## config.mk

```make
export PLATFORM = sky130hd
export DESIGN_NAME = ram_scan_reader
export DESIGN_NICKNAME = d
export VERILOG_FILES = /design/src/rtl/ram_scan_reader_pkg.sv /design/src/rtl/ram_scan_reader_dwell_timer.sv /design/src/rtl/ram_scan_reader.sv
export SDC_FILE = /design/constraint.sdc
export NUM_CORES = 1
export LEC_CHECK = 0
export ABC_AREA = 1
export CAP_MARGIN = 20
export CORE_MARGIN = 1.5
export CORE_UTILIZATION = 30
export DETAILED_ROUTE_END_ITERATION = 8
export SETUP_SLACK_MARGIN = 0.4
export SLEW_MARGIN = 20
export SYNTH_ARGS = -nofsm -noshare
export SYNTH_HDL_FRONTEND = slang
export SYNTH_SLANG_ARGS = --single-unit
```

## constraint.sdc

```tcl
create_clock -name clk -period 2.1 [get_ports clk]
set_input_delay 0.315 -clock clk [delete_from_list [all_inputs] [get_ports clk]]
set_output_delay 0.315 -clock clk [all_outputs]
set_load 0.01 [all_outputs]
```

## src/rtl/ram_scan_reader_pkg.sv

```systemverilog
// Shared types and default sizing for the RAM scan reader.
// Imported by the scan FSM and its dwell timer.
package ram_scan_pkg;

    typedef enum logic [1:0] {
        S_IDLE,
        S_WAIT,
        S_HOLD
    } scan_state_t;

    localparam int SCAN_ADDR_WIDTH    = 5;
    localparam int SCAN_DATA_WIDTH    = 4;
    localparam int SCAN_READ_LATENCY  = 2;
    localparam int SCAN_DWELL_DEFAULT = 50_000_000;

endpackage

```

## src/rtl/ram_scan_reader_dwell_timer.sv

```systemverilog
// Counts COUNT cycles while run is high; done marks the final count cycle.
// clear (or done) returns the count to zero on the next edge.
module dwell_timer #(
    parameter int COUNT = 50_000_000
) (
    input  logic clk,
    input  logic reset,
    input  logic clear,
    input  logic run,
    output logic done
);

    localparam int CW = (COUNT > 1) ? $clog2(COUNT) : 1;
    localparam logic [CW-1:0] LAST = CW'(COUNT - 1);

    logic [CW-1:0] cnt_q;
    logic [CW-1:0] cnt_d;

    assign done = run && (cnt_q == LAST);

    always_comb begin
        cnt_d = cnt_q;
        if (clear || done) begin
            cnt_d = '0;
        end else if (run) begin
            cnt_d = cnt_q + CW'(1);
        end
    end

    always_ff @(posedge clk or posedge reset) begin
        if (reset) begin
            cnt_q <= '0;
        end else begin
            cnt_q <= cnt_d;
        end
    end

endmodule

```

## src/rtl/ram_scan_reader.sv

```systemverilog
// Autonomous read master: walks every RAM address, waits out the read
// latency, captures the word and holds it for a dwell time before advancing.
module ram_scan_reader
    import ram_scan_pkg::*;
#(
    parameter int ADDR_WIDTH   = SCAN_ADDR_WIDTH,
    parameter int DATA_WIDTH   = SCAN_DATA_WIDTH,
    parameter int READ_LATENCY = SCAN_READ_LATENCY,
    parameter int DWELL_CYCLES = SCAN_DWELL_DEFAULT
) (
    input  logic                  clk,
    input  logic                  reset,
    input  logic                  enable,
    input  logic                  restart,
    input  logic [DATA_WIDTH-1:0] ram_q,
    output logic [ADDR_WIDTH-1:0] ram_addr,
    output logic                  ram_wren,
    output logic [ADDR_WIDTH-1:0] disp_addr,
    output logic [DATA_WIDTH-1:0] disp_data,
    output logic                  disp_valid,
    output logic                  wrap
);

    localparam int LW = $clog2(READ_LATENCY + 1);
    localparam logic [LW-1:0] LAT_LAST = LW'(READ_LATENCY);
    localparam logic [ADDR_WIDTH-1:0] ADDR_TOP = '1;

    scan_state_t state_q, state_d;
    logic [LW-1:0] lat_q, lat_d;
    logic [ADDR_WIDTH-1:0] addr_q, addr_d;
    logic [ADDR_WIDTH-1:0] daddr_q, daddr_d;
    logic [DATA_WIDTH-1:0] ddata_q, ddata_d;
    logic dvalid_q, dvalid_d;
    logic wrap_q, wrap_d;

    logic hold_run;
    logic dwell_done;

    // The timer only advances while the hold is actually in progress.
    assign hold_run = (state_q == S_HOLD) && enable && !restart;

    dwell_timer #(
        .COUNT (DWELL_CYCLES)
    ) u_dwell (
        .clk   (clk),
        .reset (reset),
        .clear (!hold_run),
        .run   (hold_run),
        .done  (dwell_done)
    );

    always_comb begin
        state_d  = state_q;
        lat_d    = lat_q;
        addr_d   = addr_q;
        daddr_d  = daddr_q;
        ddata_d  = ddata_q;
        dvalid_d = dvalid_q;
        wrap_d   = 1'b0;

        if (restart) begin
            addr_d   = '0;
            lat_d    = '0;
            dvalid_d = 1'b0;
            state_d  = enable ? S_WAIT : S_IDLE;
        end else begin
            unique case (1'b1)
                (state_q == S_IDLE): begin
                    lat_d = '0;
                    if (enable) begin
                        state_d = S_WAIT;
                    end
                end
                (state_q == S_WAIT): begin
                    if (!enable) begin
                        state_d = S_IDLE;
                        lat_d   = '0;
                    end else if (lat_q == LAT_LAST) begin
                        ddata_d  = ram_q;
                        daddr_d  = addr_q;
                        dvalid_d = 1'b1;
                        lat_d    = '0;
                        state_d  = S_HOLD;
                    end else begin
                        lat_d = lat_q + LW'(1);
                    end
                end
                (state_q == S_HOLD): begin
                    if (!enable) begin
                        state_d = S_IDLE;
                    end else if (dwell_done) begin
                        addr_d  = addr_q + ADDR_WIDTH'(1);
                        wrap_d  = (addr_q == ADDR_TOP);
                        lat_d   = '0;
                        state_d = S_WAIT;
                    end
                end
                default: begin
                    state_d = S_IDLE;
                    lat_d   = '0;
                end
            endcase
        end
    end

    always_ff @(posedge clk or posedge reset) begin
        if (reset) begin
            state_q  <= S_IDLE;
            lat_q    <= '0;
            addr_q   <= '0;
            daddr_q  <= '0;
            ddata_q  <= '0;
            dvalid_q <= 1'b0;
            wrap_q   <= 1'b0;
        end else begin
            state_q  <= state_d;
            lat_q    <= lat_d;
            addr_q   <= addr_d;
            daddr_q  <= daddr_d;
            ddata_q  <= ddata_d;
            dvalid_q <= dvalid_d;
            wrap_q   <= wrap_d;
        end
    end

    assign ram_addr   = addr_q;
    assign ram_wren   = 1'b0;
    assign disp_addr  = daddr_q;
    assign disp_data  = ddata_q;
    assign disp_valid = dvalid_q;
    assign wrap       = wrap_q;

endmodule
```

==> impl_metrics.env <==
# yosys + openroad results
export IMPL_status="complete, no violations"
export IMPL_layout_cell_share_with_drive_strength_beyond_1_pct=12.5
export IMPL_global_route_usage_total_pct=14.2
export IMPL_avgViaCountPerCell=4.47
export IMPL_finish_net_count=385
export IMPL_postCtsSetupRepairBufs=0
export IMPL_max_freq_mhz=623
export IMPL_async_flop_share_pct=100
export IMPL_numCtsBuffers=5
export IMPL_grt_overflow_total=0
export IMPL_synth_lib_cells_used_distinct=28
export IMPL_worst_path_dominant_cell_family="buffers and inverters"
export IMPL_worst_path_fanout_max=5
export IMPL_synth_edff_count=0
export IMPL_ctsRootBufferMaster="clkbuf_8"
export IMPL_ordered_list_of_cells_on_the_worst_path="clkdlybuf4s50_1"
export IMPL_timing_critical_path_depth=1
export IMPL_core_region_area_sq_um=8300
export IMPL_buffer_ports_inserted=23
export IMPL_die_h_um=96.1
export IMPL_syn_num_nets=357
export IMPL_grt_pass1_vias=2106
export IMPL_clk_pin_slew_ns=0.08
export IMPL_postRouteAntennaNets=0
export IMPL_wp_buf_inv=1
export IMPL_power_density_nw_per_um2=550
[repair_timing]
item | 4_1_cts | 5_1_grt
endpoints found under the setup margin | 1 | 27
pin swaps | 0 | 0
resized | 1 | 8
[cells by family after synthesis]
group / share of synthesized area, %
simple gates: 38.7
buf+inv: 8.77
flops: 44.3
compound gates: 2.60
xor+xnor: 4.05
fa+ha+maj: 1.45
other cells: 0.144
[power groups by stage]
stage	clock (mW)	combinational (mW)	sequential, mW
after detailed placement	0	0.130	0.939
after CTS	0.668	0.130	0.923
after floorplan	0	0.0613	0.944
final	0.655	0.127	0.923
after global placement	0	0.126	0.940
after global routing	0.713	0.143	0.928
[per-stage QoR]
stage	setup WS (ns)	hold slack, ns	utilization, %	cells
2_1_floorplan	0.571	0.458	-	346
3_3_place_gp	0.298	0.468	35.5	472
3_5_place_dp	0.264	0.474	35.5	472
4_1_cts	0.438	0.360	36.9	480
5_1_grt	0.400	0.378	37.3	480
6_report	0.495	0.342	37.3	480
[registers in the layout (all words and copies together), names as in the netlist]
name and cells:
ram_addr 5, u_dwell.cnt_q 26, disp_data 4, state_q 2, lat_q 2, wrap 1
disp_addr 5, disp_valid 1
[Yosys cell counts (all sizes together) (2+ instances only)]
| master | instances | area, sq um |
|---|---|---|
| buf | 5 | 43.8 |
| dfrtp | 46 | 1150 |
| ha | 3 | 37.5 |
| inv | 48 | 180 |
| nand2 | 102 | 413 |
| nand3 | 27 | 145 |
| nand4 | 7 | 43.8 |
| nor2 | 65 | 297 |
| nor3 | 14 | 91.3 |
| nor3b | 2 | 15.0 |
| o21ai | 11 | 55.1 |
| xnor2 | 2 | 17.5 |
| xor2 | 10 | 87.6 |
[cells in the final DEF (no fill, tap or decap), types with 3 or more instances in the layout]
cell,count
nand2_1,94
nand4_1,7
nor3_1,10
dfrtp_1,45
inv_2,6
clkdlybuf4s50_1,23
nor3_2,3
o21ai_0,11
nor2_2,12
nor2_4,4
inv_1,42
nand3_1,25
xor2_1,10
nor2_1,49
nand2_2,6
clkbuf_8,5
[layout make-up]
| cell class | instances | area, sq um |
|---|---|---|
| clock buffers | 7 | 76.3 |
| flip-flops and latches | 46 | 1150 |
| multi-input cells | 246 | 1260 |
| clock inverters | 1 | 30.0 |
| well taps | 105 | 131 |
| repair buffers | 26 | 265 |
| inverters | 49 | 184 |
| fillers | 851 | 5200 |
[final timing paths]
path / slack [ns] / to / startpoint
setup / recovery: 0.50 / ram_addr[0] / ram_addr[0]
hold / removal: 0.34 / disp_addr[3] / reset
setup reg to reg: 0.54 / ram_addr[0] / u_dwell.cnt_q[1]
hold reg to reg: 0.49 / disp_valid / disp_valid
max in group asynchronous: 1.27 / u_dwell.cnt_q[22] / reset
min in group clk: 0.49 / disp_valid / disp_valid
[per-layer routing]
metal / track usage, % / vias up / routed length, um
li1: - / 1124 / -
met1: 19.6 / 979 / 2870
met2: 21.7 / 37 / 2620
met3: 3.48 / 6 / 271
met4: 4.29 / 0 / 68
met5: 0 / - / 0
Figure 1. Cell classes on the final placement.
Scale bar: 20 um.
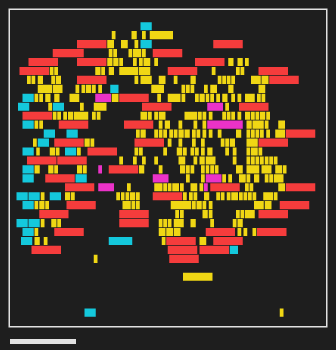
| class | color | cells | share of their area |
|---|---|---|---|
| clock drivers and dummy loads | magenta | 8 | 3.6% |
| sequential cells | red | 46 | 39% |
| remaining buffers and delay cells | cyan | 26 | 8.9% |
| remaining logic cells | yellow | 295 | 49% |

Figure 2. Clock network drawn from the DEF.
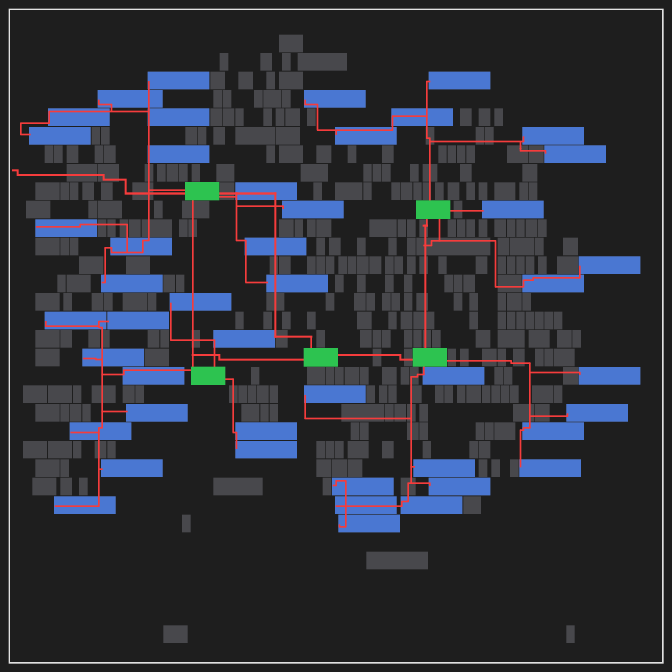
[clock wires] red | length: 610 um
[clock-net drivers] green | count: 5
[flip-flops] blue | count: 46
routed clock nets: 6

Figure 3. Drive-strength map.
Scale bar: 20 um.
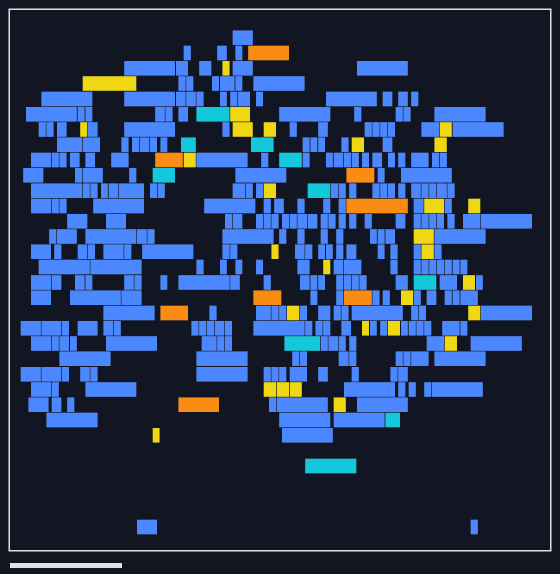
| size | color | cells | share |
|---|---|---|---|
| x6 and larger | orange | 8 | 2.1% |
| x2 | yellow | 29 | 7.7% |
| x3 and x4 | cyan | 10 | 2.7% |
| x1 and smaller | blue | 328 | 87% |

Figure 4. I/O pins on the die edge.
Pins as bars across the die edge, other pins in gray.
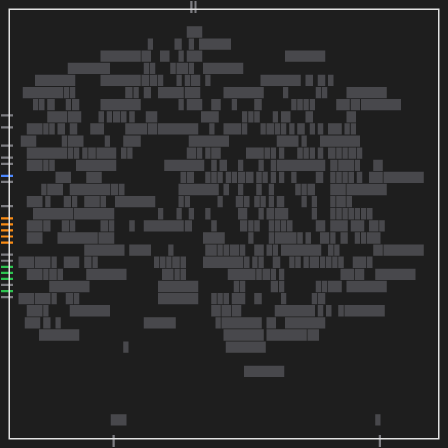
| port | color | pins | direction | edge |
|---|---|---|---|---|
| wrap | blue | 1 | output | left |
| disp_addr | orange | 5 | output | left |
| ram_q | green | 4 | input | left |

